**Selected gate families**

(6 px per um)
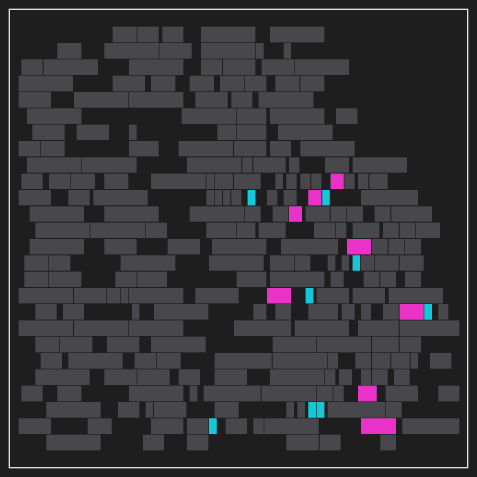
**Port wiring**

(4 px per um)
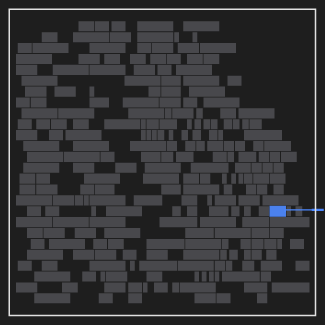
**Sizing map**

(6 px per um)
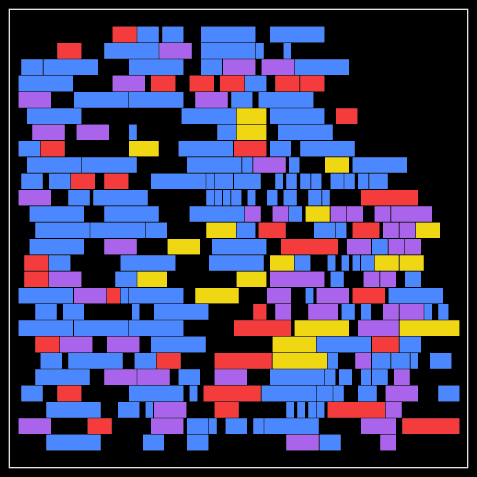
**Placement view**

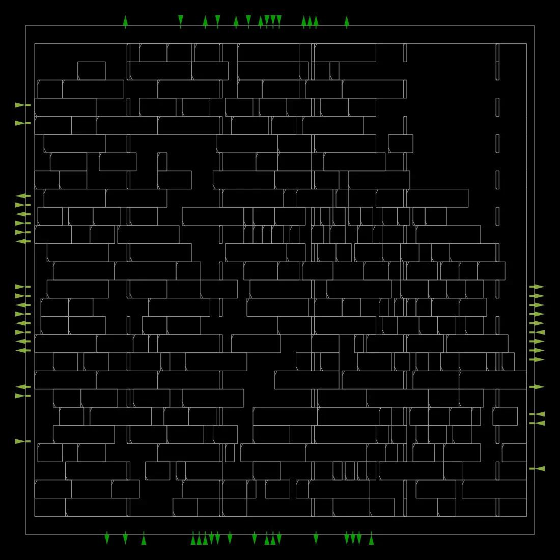
**Pin placement**

(6 px per um) Pins as bars across the die edge, other pins in gray.
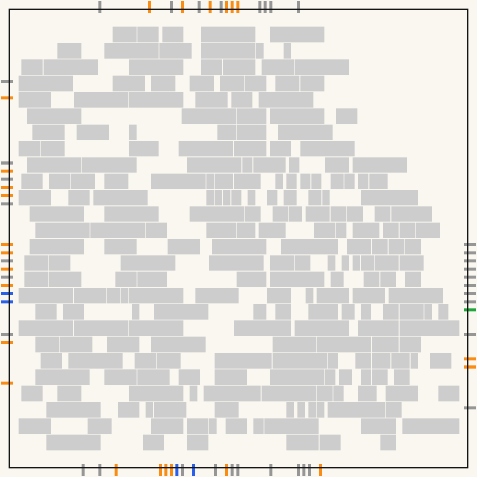
### config.mk
export PLATFORM = sky130hd
export DESIGN_NAME = ctrl_sequencer
export DESIGN_NICKNAME = d
export VERILOG_FILES = /design/src/rtl/ctrl_sequencer.sv
export SDC_FILE = /design/constraint.sdc
export NUM_CORES = 1
export LEC_CHECK = 0
export CAP_MARGIN = 15
export CORE_UTILIZATION = 47
export CTS_CLUSTER_SIZE = 25
export DETAILED_ROUTE_END_ITERATION = 10
export DONT_BUFFER_PORTS = 1
export HOLD_SLACK_MARGIN = 0.08
export SYNTH_ARGS = -nofsm -noshare
export SYNTH_HDL_FRONTEND = slang
export SYNTH_SLANG_ARGS = --single-unit
### constraint.sdc
create_clock -name clk -period 1.7 [get_ports clk]
set_clock_uncertainty 0.05 [all_clocks]
set_input_delay 0.255 -clock clk [delete_from_list [all_inputs] [get_ports clk]]
set_output_delay 0.255 -clock clk [all_outputs]
set_load 0.005 [all_outputs]
### src/rtl/ctrl_sequencer.sv
// Purpose : multi-cycle fetch/decode/execute sequencer driving ALU control, RF addresses,
//           PC strobes and the instruction/data memory request handshakes.
// Latency : ALU op = fetch wait + 4 cycles, JMP/NOP = +3, ST = +3 + mem wait, LD = +4 + mem wait.
// Backpressure: stalls in FETCH until imem_ack and in MEM until dmem_ack or DMEM_TIMEOUT cycles.
//
// Optional feature macro: ILLEGAL_TRAP_EN
//   defined   : reserved opcodes (1001/1110/1111) halt in HALT with trap=1 until reset.
//   undefined : reserved opcodes behave as NOP; trap is tied 0 and HALT is unreachable.
//
// Ports:
//   clk, rst_n                 clock (rising edge), async active-low reset
//   imem_req / imem_ack, instr instruction fetch handshake and word
//   dmem_req / dmem_we / dmem_ack  data memory handshake (we: 1=store)
//   alu_control, imm           ALU opcode and immediate, held from DECODE to next DECODE
//   rf_ra_addr, rf_rb_addr     register-file read addresses, held like alu_control
//   rf_we, rf_waddr, wb_sel    register-file writeback (wb_sel: 0=ALU, 1=memory)
//   pc_inc, pc_load            PC strobes, exactly one per instruction
//   mem_err, trap              sticky data-memory timeout flag, illegal-opcode halt flag
//   state_o                    current FSM state for debug
module ctrl_sequencer #(
  parameter int IW           = 24,
  parameter int RAW          = 4,
  parameter int DMEM_TIMEOUT = 255
) (
  input  logic           clk,
  input  logic           rst_n,
  output logic           imem_req,
  input  logic           imem_ack,
  input  logic [IW-1:0]  instr,
  output logic           dmem_req,
  output logic           dmem_we,
  input  logic           dmem_ack,
  output logic [3:0]     alu_control,
  output logic [7:0]     imm,
  output logic [RAW-1:0] rf_ra_addr,
  output logic [RAW-1:0] rf_rb_addr,
  output logic           rf_we,
  output logic [RAW-1:0] rf_waddr,
  output logic           wb_sel,
  output logic           pc_inc,
  output logic           pc_load,
  output logic           mem_err,
  output logic           trap,
  output logic [2:0]     state_o
);

  typedef enum logic [2:0] {
    S_IDLE   = 3'd0,
    S_FETCH  = 3'd1,
    S_DECODE = 3'd2,
    S_EXEC   = 3'd3,
    S_MEM    = 3'd4,
    S_WB     = 3'd5,
    S_HALT   = 3'd6
  } state_e;

  localparam logic [3:0] OP_JMP  = 4'b0111;
  localparam logic [3:0] OP_NOP  = 4'b1000;
  localparam logic [3:0] OP_LD   = 4'b1010;
  localparam logic [3:0] OP_ST   = 4'b1011;
  localparam logic [3:0] OP_AGEN = 4'b1100;  // ALU add used for Ra + imm address generation

  localparam int CW = 8;
  localparam logic [CW-1:0] TO_LAST = CW'(DMEM_TIMEOUT - 1);

  state_e          state_q, state_d;
  logic [IW-1:0]   ir_q;
  logic [3:0]      alu_q, alu_d;
  logic [7:0]      imm_q, imm_d;
  logic [RAW-1:0]  ra_q, ra_d;
  logic [RAW-1:0]  rb_q, rb_d;
  logic [CW-1:0]   cnt_q, cnt_d;
  logic            mem_err_q, mem_err_d;

  // Instruction fields, always taken from the registered instruction.
  logic [3:0]      op;
  logic [RAW-1:0]  f_ry, f_ra, f_rb;
  logic            op_rsv;
  logic            mem_tout;

  assign op     = ir_q[IW-1 -: 4];
  assign f_ry   = ir_q[16 +: RAW];
  assign f_ra   = ir_q[12 +: RAW];
  assign f_rb   = ir_q[8 +: RAW];
  assign op_rsv = (op == 4'b1001) || (op == 4'b1110) || (op == 4'b1111);

  // Current MEM cycle is the last one allowed before giving up on the ack.
  assign mem_tout = (cnt_q == TO_LAST);

  // ---------------------------------------------------------------------------
  // State register
  // ---------------------------------------------------------------------------
  always_ff @(posedge clk or negedge rst_n) begin
    if (!rst_n) begin
      state_q <= S_IDLE;
    end else begin
      state_q <= state_d;
    end
  end

  // ---------------------------------------------------------------------------
  // Next-state logic
  // ---------------------------------------------------------------------------
  always_comb begin
    state_d = state_q;
    unique case (state_q)
      S_IDLE:   state_d = S_FETCH;
      S_FETCH:  if (imem_ack) state_d = S_DECODE;
      S_DECODE: state_d = S_EXEC;
      S_EXEC: begin
        if (op == OP_JMP || op == OP_NOP) begin
          state_d = S_FETCH;
        end else if (op == OP_LD || op == OP_ST) begin
          state_d = S_MEM;
        end else if (op_rsv) begin
`ifdef ILLEGAL_TRAP_EN
          state_d = S_HALT;
`else
          state_d = S_FETCH;
`endif
        end else begin
          state_d = S_WB;
        end
      end
      S_MEM: begin
        // An ack arriving on the timeout cycle still completes the access.
        if (dmem_ack) begin
          state_d = (op == OP_LD) ? S_WB : S_FETCH;
        end else if (mem_tout) begin
          state_d = S_FETCH;
        end
      end
      S_WB:     state_d = S_FETCH;
      S_HALT:   state_d = S_HALT;
      default:  state_d = S_IDLE;
    endcase
  end

  // ---------------------------------------------------------------------------
  // Datapath holding registers: instruction, decoded controls, MEM counter, error flag
  // ---------------------------------------------------------------------------
  always_comb begin
    alu_d     = alu_q;
    imm_d     = imm_q;
    ra_d      = ra_q;
    rb_d      = rb_q;
    mem_err_d = mem_err_q;
    cnt_d     = '0;

    if (state_q == S_DECODE) begin
      alu_d = (op == OP_LD || op == OP_ST) ? OP_AGEN : op;
      imm_d = ir_q[7:0];
      ra_d  = f_ra;
      rb_d  = f_rb;
    end

    if (state_q == S_MEM) begin
      if (state_d == S_MEM) begin
        cnt_d = cnt_q + 1'b1;
      end
      if (!dmem_ack && mem_tout) begin
        mem_err_d = 1'b1;
      end
    end
  end

  always_ff @(posedge clk or negedge rst_n) begin
    if (!rst_n) begin
      ir_q      <= '0;
      alu_q     <= OP_NOP;
      imm_q     <= '0;
      ra_q      <= '0;
      rb_q      <= '0;
      cnt_q     <= '0;
      mem_err_q <= 1'b0;
    end else begin
      if (state_q == S_FETCH && imem_ack) begin
        ir_q <= instr;
      end
      alu_q     <= alu_d;
      imm_q     <= imm_d;
      ra_q      <= ra_d;
      rb_q      <= rb_d;
      cnt_q     <= cnt_d;
      mem_err_q <= mem_err_d;
    end
  end

  // ---------------------------------------------------------------------------
  // Output decode from state and instruction register
  // ---------------------------------------------------------------------------
  always_comb begin
    imem_req = 1'b0;
    dmem_req = 1'b0;
    dmem_we  = 1'b0;
    rf_we    = 1'b0;
    rf_waddr = '0;
    wb_sel   = 1'b0;
    pc_inc   = 1'b0;
    pc_load  = 1'b0;
    trap     = 1'b0;

    unique case (state_q)
      S_FETCH: imem_req = 1'b1;
      S_EXEC: begin
        if (op == OP_JMP) begin
          pc_load = 1'b1;
        end else if (op == OP_NOP) begin
          pc_inc = 1'b1;
        end else if (op_rsv) begin
`ifdef ILLEGAL_TRAP_EN
          pc_inc = 1'b0;
`else
          pc_inc = 1'b1;
`endif
        end
      end
      S_MEM: begin
        dmem_req = 1'b1;
        dmem_we  = (op == OP_ST);
        // Store completes here; an abandoned access also advances the PC here.
        pc_inc   = (dmem_ack && op == OP_ST) || (!dmem_ack && mem_tout);
      end
      S_WB: begin
        rf_we    = 1'b1;
        pc_inc   = 1'b1;
        wb_sel   = (op == OP_LD);
        rf_waddr = (op == OP_LD) ? f_rb : f_ry;
      end
      S_HALT: begin
`ifdef ILLEGAL_TRAP_EN
        trap = 1'b1;
`else
        trap = 1'b0;
`endif
      end
      default: ;
    endcase
  end

  assign alu_control = alu_q;
  assign imm         = imm_q;
  assign rf_ra_addr  = ra_q;
  assign rf_rb_addr  = rb_q;
  assign mem_err     = mem_err_q;
  assign state_o     = state_q;

endmodule

==> git commit body <==
Update PnR metrics after Yosys + OpenROAD run

- Cell type contributing the most total cell area after synthesis: dfrtp_1
- Detailed route wirelength on metal2: 2768 um
- Across all setup checks in the final design, the least slack found is -0.08356 ns.
* DRT Wirelength: 5671 um
- Combinational cells consume a total of 0.00216 W.
* Global-route wire length before repair: 9232 um
- Number of H-tree levels: 2
* Start-to-end type of the worst setup path: reg2out
- Instance count along the most critical hold path: 3
* Destination of the worst register-to-register timing path: ir_q[14]
* Placed Area: 0.002684 mm^2
- The largest cell class by area is sequential cells.
* Detail Placement HPWL: 3445 um
- The analysis attributes to cell leakage a power of 1.449 nW.
- Total global-route track usage over all layers is 0.2008.
- Status: finished with violations
* Number of flip-flops and latches: 56
* Violated checks: setup timing
* Dominant power group: registers
* Diode insertion count for antenna repair: 0
- The OpenROAD report gives the critical path a data arrival time of 1.48 ns.
- The synthesized netlist was found by Yosys to have 190 cells.
* TritonCTS sink count: 56
- The final layout reports a setup TNS of -0.2891 ns.
- The area recorded from the Yosys report for this design is 0.002585 mm^2.
- Max-slew check failures listed in the final report amount to 0.
- The script logs the ratio of routed vias to standard cells as 5.447.
- Setup repair after global routing missed its margin: true
- Entering global routing, the biggest net connects 57 pins.
- Setup violations remaining at the end of the flow were counted as 12.
* Average size of a mapped cell: 13.61 um^2
* Total gr overflow: 0
- Across all hold checks on the routed design, the worst slack comes to 0.1774 ns.
- Critical-path top delay cell: dfrtp_1
* Number of maximum-capacitance violations: 0
* Logic area: 0.001121 mm^2
- Largest fanout on the critical path: 2
* Fraction of the mapped netlist area in simple logic gates: 0.1104
- met1 track demand over resource after global routing is 0.2506.
- Cell area power density: 1581 mW/mm^2
- Number of buffers inserted by hold repair at cts: 26
-- 'selected gate families' (at the start) --
- inverters: cyan (cells 8; most used inv_1)
- AND and OR gates: magenta (cells 8; most used or3_1)
most common cell after layout, fill and taps aside: dfrtp_1
Non-Filler Instances: 311
share of the final layout cell area in multi-input gates: 0.3380

-- 'port wiring' (at the start) --
- dmem_we: blue (direction output; end cells 1; wire 7.60 um)
quantity of I/O buffers inserted on ports: 0
# IOs: 64

-- 'sizing map' (at the start) --
- drive 3 to 4: purple (cells 49)
- drive 1 or less: blue (cells 142)
- drive 2: red (cells 32)
- drive 6 and up: yellow (cells 18)
final design instance area without fill: 0.003317 mm^2
non-clock buffer total of the final layout: 54
area growth from synthesis to final layout: 28.32%

-- 'placement view' (at the start) --
core utilization of the finished layout: 0.6373
fraction of standard cell area that is sequential: 0.4251
Core Area: 0.005205 mm^2

-- 'pin placement' (at the start) --
- rf_waddr: blue (pins 4; direction output; edge 2 left, 2 bottom)
- instr: orange (pins 24; direction input; edge 10 left, 6 bottom, 6 top, 2 right)
- dmem_we: green (pins 1; direction output; edge right)
die extent in x: 76.16 um
floorplan die height: 76.16 um

Power and IR drop assume default switching activity.
